### src/rtl/pomodoro_pkg.sv
// Shared types and helpers for the Pomodoro countdown core.
package pomodoro_pkg;

  localparam int BCD_W  = 4;
  localparam int TIME_W = 16;

  typedef enum logic [1:0] {
    IDLE  = 2'd0,
    RUN   = 2'd1,
    PAUSE = 2'd2,
    DONE  = 2'd3
  } state_e;

  // True when every digit of an MMSS value is decimal and the seconds tens digit is 0..5.
  function automatic logic bcdTimeValid(input logic [TIME_W-1:0] t);
    return (t[15:12] <= 4'd9) && (t[11:8] <= 4'd9) &&
           (t[7:4]   <= 4'd5) && (t[3:0]  <= 4'd9);
  endfunction

endpackage

### src/rtl/bcd_mmss_down.sv
// Four-digit MMSS BCD down-counter with synchronous load and a zero look-ahead flag.
module bcd_mmss_down
  import pomodoro_pkg::*;
(
  input  logic              clk,
  input  logic              rst,
  input  logic              load,
  input  logic [TIME_W-1:0] load_val,
  input  logic              dec,
  output logic [TIME_W-1:0] value,
  output logic              zero_next
);

  logic [TIME_W-1:0] value_q;
  logic [TIME_W-1:0] decVal;

  // Ripple a one-second borrow through the digits: seconds wrap 0->9 and 0->5, minutes ones 0->9.
  always_comb begin
    decVal = value_q;
    if (value_q[BCD_W-1:0] != 4'd0) begin
      decVal[3:0] = value_q[3:0] - 4'd1;
    end else begin
      decVal[3:0] = 4'd9;
      if (value_q[7:4] != 4'd0) begin
        decVal[7:4] = value_q[7:4] - 4'd1;
      end else begin
        decVal[7:4] = 4'd5;
        if (value_q[11:8] != 4'd0) begin
          decVal[11:8] = value_q[11:8] - 4'd1;
        end else begin
          decVal[11:8]  = 4'd9;
          decVal[15:12] = value_q[15:12] - 4'd1;
        end
      end
    end
  end

  // Load has priority over a decrement, and the count never moves below 00:00.
  always_ff @(posedge clk) begin
    if (!rst) begin
      value_q <= '0;
    end else if (load) begin
      value_q <= load_val;
    end else if (dec && (value_q != '0)) begin
      value_q <= decVal;
    end
  end

  assign value     = value_q;
  assign zero_next = dec && (value_q == 16'h0001);

endmodule

### src/rtl/pomodoro_countdown_core.sv
// Pomodoro countdown core: button edge detect, preset mux, one-second prescaler and run/pause FSM.
module pomodoro_countdown_core
  import pomodoro_pkg::*;
#(
  parameter int                           TICK_DIV   = 125_000_000,
  parameter int                           NUM_PRESET = 4,
  parameter logic [TIME_W*NUM_PRESET-1:0] PRESET_BCD = {16'h5000, 16'h2500, 16'h1000, 16'h0500}
) (
  input  logic                  clk,
  input  logic                  rst,
  input  logic [NUM_PRESET-1:0] btn,
  input  logic                  pause_btn,
  output logic [TIME_W-1:0]     remain_bcd,
  output logic [TIME_W-1:0]     set_bcd,
  output logic                  running,
  output logic                  paused,
  output logic                  done
);

  localparam int PW = (TICK_DIV > 2) ? $clog2(TICK_DIV) : 1;
  localparam logic [PW-1:0] PRESC_MAX = PW'(TICK_DIV - 1);

  if (TICK_DIV < 2) begin : gBadTickDiv
    $error("pomodoro_countdown_core: TICK_DIV must be at least 2");
  end
  if ((NUM_PRESET < 1) || (NUM_PRESET > 8)) begin : gBadNumPreset
    $error("pomodoro_countdown_core: NUM_PRESET must be 1..8");
  end
  for (genvar gi = 0; gi < NUM_PRESET; gi++) begin : gPresetCheck
    if (!bcdTimeValid(PRESET_BCD[TIME_W*gi +: TIME_W])) begin : gBadPreset
      $error("pomodoro_countdown_core: preset %0d is not a valid MMSS BCD time", gi);
    end
  end

  state_e                state_q, state_d;
  logic [PW-1:0]         presc_q, presc_d;
  logic [NUM_PRESET-1:0] btnPrev_q;
  logic                  pausePrev_q;
  logic [TIME_W-1:0]     setVal_q, setVal_d;
  logic                  running_q, running_d;
  logic                  paused_q, paused_d;
  logic                  done_q, done_d;

  logic [NUM_PRESET-1:0] btnRise;
  logic                  pauseRise;
  logic [TIME_W-1:0]     selVal;
  logic                  anyRise;
  logic                  presetHit;
  logic                  tickWrap;
  logic                  decReq;
  logic                  zeroNext;
  logic [TIME_W-1:0]     remainVal;

  assign btnRise   = btn & ~btnPrev_q;
  assign pauseRise = pause_btn & ~pausePrev_q;
  assign tickWrap  = (presc_q == PRESC_MAX);

  // Pick the lowest-indexed rising preset button; an all-zero preset counts as no press at all.
  always_comb begin
    selVal  = '0;
    anyRise = 1'b0;
    for (int i = NUM_PRESET - 1; i >= 0; i--) begin
      if (btnRise[i]) begin
        selVal  = PRESET_BCD[TIME_W*i +: TIME_W];
        anyRise = 1'b1;
      end
    end
    presetHit = anyRise && (selVal != '0);
  end

  assign decReq = !presetHit && (state_q == RUN) && !pauseRise && tickWrap;

  bcd_mmss_down u_counter (
    .clk       (clk),
    .rst       (rst),
    .load      (presetHit),
    .load_val  (selVal),
    .dec       (decReq),
    .value     (remainVal),
    .zero_next (zeroNext)
  );

  // Next state: a preset press overrides everything; a pause cycle still counts as run time unless it lands on the tick.
  always_comb begin
    state_d  = state_q;
    presc_d  = presc_q;
    setVal_d = setVal_q;
    if (presetHit) begin
      setVal_d = selVal;
      presc_d  = '0;
      state_d  = RUN;
    end else begin
      case (state_q)
        RUN: begin
          if (pauseRise) begin
            state_d = PAUSE;
            if (!tickWrap) begin
              presc_d = presc_q + PW'(1);
            end
          end else if (tickWrap) begin
            presc_d = '0;
            if (zeroNext) begin
              state_d = DONE;
            end
          end else begin
            presc_d = presc_q + PW'(1);
          end
        end
        PAUSE: begin
          if (pauseRise) begin
            state_d = RUN;
          end
        end
        default: begin
        end
      endcase
    end
    running_d = (state_d == RUN);
    paused_d  = (state_d == PAUSE);
    done_d    = decReq && zeroNext;
  end

  // State, prescaler, edge-detect history and registered status outputs.
  always_ff @(posedge clk) begin
    if (!rst) begin
      state_q     <= IDLE;
      presc_q     <= '0;
      btnPrev_q   <= '0;
      pausePrev_q <= 1'b0;
      setVal_q    <= '0;
      running_q   <= 1'b0;
      paused_q    <= 1'b0;
      done_q      <= 1'b0;
    end else begin
      state_q     <= state_d;
      presc_q     <= presc_d;
      btnPrev_q   <= btn;
      pausePrev_q <= pause_btn;
      setVal_q    <= setVal_d;
      running_q   <= running_d;
      paused_q    <= paused_d;
      done_q      <= done_d;
    end
  end

  assign remain_bcd = remainVal;
  assign set_bcd    = setVal_q;
  assign running    = running_q;
  assign paused     = paused_q;
  assign done       = done_q;

endmodule
### config.mk
export PLATFORM = sky130hd
export DESIGN_NAME = pomodoro_countdown_core
export DESIGN_NICKNAME = d
export VERILOG_FILES = /design/src/rtl/pomodoro_pkg.sv /design/src/rtl/bcd_mmss_down.sv /design/src/rtl/pomodoro_countdown_core.sv
export SDC_FILE = /design/constraint.sdc
export NUM_CORES = 1
export LEC_CHECK = 0
export ABC_AREA = 1
export CAP_MARGIN = 30
export CORE_AREA = 2 2 80 82
export CTS_CLUSTER_SIZE = 8
export DETAILED_ROUTE_END_ITERATION = 8
export DIE_AREA = 0 0 82 84
export GPL_ROUTABILITY_DRIVEN = 1
export PLACE_DENSITY = 0.8
export REMOVE_ABC_BUFFERS = 1
export SLEW_MARGIN = 10
export SYNTH_ARGS = -nofsm -noshare
export SYNTH_HDL_FRONTEND = slang
export SYNTH_SLANG_ARGS = --single-unit
### constraint.sdc
create_clock -name clk -period 2.1 [get_ports clk]
set_input_delay 0.42 -clock clk [delete_from_list [all_inputs] [get_ports clk]]
set_output_delay 0.42 -clock clk [all_outputs]
set_load 0.01 [all_outputs]
### Cell area per tile

Scale: 4 px per um. The die is cut into 8 by 8 equal tiles; white is low, dark blue is high, 0 to 100% covered.
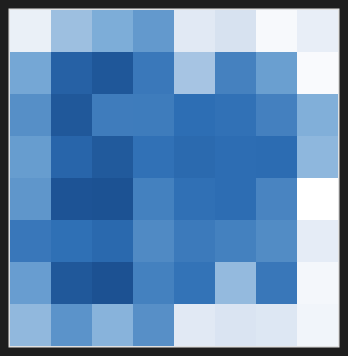
- mean over tiles: 55%
- fullest tile: 87%
- tiles over 75% full: 22%
- nearly empty tiles: 1.6%
Core Region: 6100 um2
initial core utilization: 53.8%
utilization after layout: 63.5%

### M4 wires

Scale: 6 px per um. Supply wires on this layer in gray.
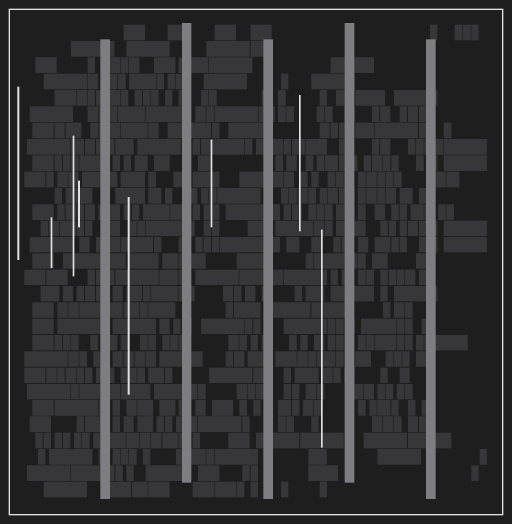
- main direction: vertical
- wire length on this layer: 173 um
post-detailed-routing wire length: 7290 um
routed vias: 3089

==> notes.md <==
Entry: Yosys synthesis followed by OpenROAD place and route.

Global route:
- The run puts the global router's overall resource usage at 23.0%.
- The run puts the initial antenna violation count at 0.
- The run gives the overall overflow remaining after global route as 0.
- The run gives the largest net degree at the start of global routing as 28.
- The run puts the wire length of the first global-routing pass at roughly 13000 um.
- The run puts the number of global-route vias before repair at 2925.

Die:
- The run gives the chip area as 6890 um2.
- The run gives the number of top-level pins as roughly 42.
- The die is between 80 and 90 um tall.

Logic synthesis:
- After synthesis, the cell types taking the most area are dfxtp_1 35%, nand2_1 13%, nor2_1 7.7%, inv_1 7.2%, a21oi_1 5.2%.
- The run gives the mean area per synthesized cell as approximately 6.7 um2.
- The number of cells reported by Yosys stat comes to between 400 and 500.
- The run puts the number of distinct standard cells referenced by the synthesized netlist at 40.
- The run puts the count of synthesis-stage warnings from yosys at 0.
- The run gives the register bit count reported by yosys as 57.
- Yosys reports that the leading cell type by area covers between 30% and 40% of the netlist area.
- In the synthesized netlist the async set-or-reset flop fraction comes to 0%.
- dfxtp_1 takes more of the synthesized area than any other cell.
- The stat command in Yosys gives a chip area of approximately 3300 um2.
- The synthesis report names the predominant flop master as dfxtp_1.
- For this run, the register share of the synthesized area comes to roughly a third.
- The run puts the mapped cell area at 3280 um2.
- In the synthesized netlist, the number of instances is between 400 and 500.

Clock network:
- The run puts the total clock buffers created by CTS at 9.
- The run gives the worst-skew pair later-pin latency as about 0.35 ns.
- The run puts the clock sink total at between 50 and 60.
- For reference, the clock transition at the flip-flops on the worst setup and hold paths is 0.08 ns.
- The H-tree generated during clock tree synthesis spans 3 levels.

Drt:
- For this run, design rule violations remaining after detail routing come to 0.
- The run gives the number of routed nets with antenna violations as 0.
- The run puts the number of iterations in the first detailed-routing pass at 4.
- The run puts the via density per instance at around 5.
- The run gives the violation count after the first detailed-route iteration as between 200 and 250.
- The run puts the average wire length per cell after detail routing at approximately 12 um.

Setup path:
- STA classifies the critical path endpoint as a register.
- The run gives the critical path data required time as 2.35 ns.
- The run gives the arrival time of the worst setup path as ~2.2 ns.
- The worst setup path is of the reg2reg kind.
- The run puts the top fanout value on the critical path at 27.

Final timing:
- The run gives the number of setup violations in the final report as 0.
- The final timing report lists a hold violation count of 0.
- The run gives the total negative slack as 0 ns.
- Max-slew check failures listed in the final report amount to 0.
- Setup repair after global routing left no endpoint under its margin.
- Based on the critical path, the design can be clocked at up to 521 MHz.
- After layout, the worst path uses 91.4% of the clock period.
- The run puts the maximum clock skew at final layout at ~0.012 ns.

Cells and area:
- The run gives the post-synthesis to final-layout area growth as 18.1%.
- Of the cells placed in the final design, the portion with a size suffix greater than 1 is 10.6%.
- The run puts the number of inserted diodes at 0.
- The run puts the count of filler cells inserted in the layout at around 560.
- The run gives the final design area excluding fillers as between 3000 and 4000 um2.
- The run puts the total area of sequential cells at 1140 um2.
- The run gives the final layout net count as 548.

Pwr:
- The run puts the worst IR drop on VDD at 533 uV.
- The report lists the power per cell area as between 600 and 700 nW/um2.

Status:
- The flow ran to the end, and the final reports show no timing, DRC or antenna violations.

Run:
- The run puts the max-cap violation count at 0.
- Warnings raised by the tools during the run amount to 29.

Min path:
- The min-delay analysis places its worst path in the category reg2reg.

Place:
- The run gives the placer's final routability congestion estimate as approximately 0.9.
- The run puts the post-DP HPWL at 5400 um.
- The run puts the number of buffers inserted by port buffering at 30.
- The run puts the area after detailed placement at between 3000 and 4000 um2.
[state kept, by name, summed over array words and instances (netlist names)]
signal	count
btnPrev_q	4
running	1
state_q	2
done	1
paused	1
presc_q	27
u_counter.value	16
pausePrev_q	1
set_bcd	4
[report_power, final]
group / leakage (nW) / internal, mW / switching, mW / total [mW]
Combinational: 1.02 / 0.153 / 0.219 / 0.372
Sequential: 0.464 / 1.11 / 0.0262 / 1.14
Clock: 0.0898 / 0.436 / 0.493 / 0.929
[cells in the final DEF (no fill, tap or decap), types with 2 or more instances in the layout]
cell type / instances
nor3_1: 11
nand2_1: 117
dfxtp_1: 57
clkbuf_8: 9
o21ai_1: 10
inv_1: 63
nor2_1: 67
a21oi_1: 34
nand3_4: 2
clkdlybuf4s50_1: 30
o21ai_0: 20
buf_4: 14
nand2_4: 3
xor2_1: 3
nor3_2: 2
nand3_2: 3
xnor2_1: 3
nand3_1: 23
nor2_2: 2
clkinv_4: 4
nand2_2: 2
nand4_1: 9
nor2_8: 3
inv_2: 5
a21boi_0: 2
conb_1: 11
ha_1: 10
[area by class of cell]
| type | instances | area share [%] |
|---|---|---|
| clock buffer | 9 | 3.20 |
| inverter | 69 | 6.76 |
| sequential | 57 | 29.5 |
| tap | 77 | 2.49 |
| clock inverter | 7 | 1.45 |
| timing repair buffer | 44 | 10.5 |
| multi-input combinational | 350 | 46.2 |
[layer usage]
metal	vias up	part of all wire (%)	track usage (%)
li1	1617	-	-
met5	-	0	0
met4	0	2.4	10.3
met3	19	3.6	5.19
met2	58	49	37.9
met1	1395	45	28.1
[per-stage QoR]
step | cells | hold WS (ns) | power [mW] | setup slack [ns]
2_1_floorplan | 476 | 0.454 | 1.39 | 0.182
3_3_place_gp | 597 | 0.445 | 1.52 | -0.0100
3_5_place_dp | 597 | 0.454 | 1.53 | -0.0702
4_1_cts | 613 | 0.474 | 2.46 | 0.117
5_1_grt | 613 | 0.505 | 2.56 | 0.00912
6_report | 613 | 0.470 | 2.44 | 0.181
[critical path, stage by stage (launching register included)]
cell,delay [ns]
dfxtp_1,0.38
ha_1,0.22
nand3_2,0.13
nor2_4,0.14
nand3_4,0.10
nor2_8,0.18
nor2_8,0.12
inv_4,0.12
nand2_2,0.13
nand2_1,0.09
inv_1,0.04
nor2_1,0.08
nor2_1,0.05
[repair_timing]
action	4_1_cts	5_1_grt
gates resized	0	1
buffers inserted	0	0
hold buffers	0	0
endpoints found under the setup margin	0	5
[worst paths after layout]
path                                  start          end  slack [ns]  cells past startpoint
worst max-delay path             presc_q[0]  presc_q[25]        0.18                     12
worst min-delay path            set_bcd[12]  set_bcd[12]        0.47                      2
worst max register to register   presc_q[0]  presc_q[25]        0.18                     12
worst min register to register  set_bcd[12]  set_bcd[12]        0.47                      2
[logic make-up (layout without fill, tap and decap cells)]
group                    count (synthesis)  count (layout)  synth area share, %
AND-OR/OR-AND                           73              73                 11.8
other                                    1              11                0.114
XOR/XNOR                                 6               6                 1.60
buffers and inverters                   89             129                 11.8
adder cells (fa/ha/maj)                 10              10                 3.82
AND/OR/NAND/NOR                        250             250                 36.0
flip-flops                              57              57                 34.8
Power is estimated from default activity; no workload was simulated.
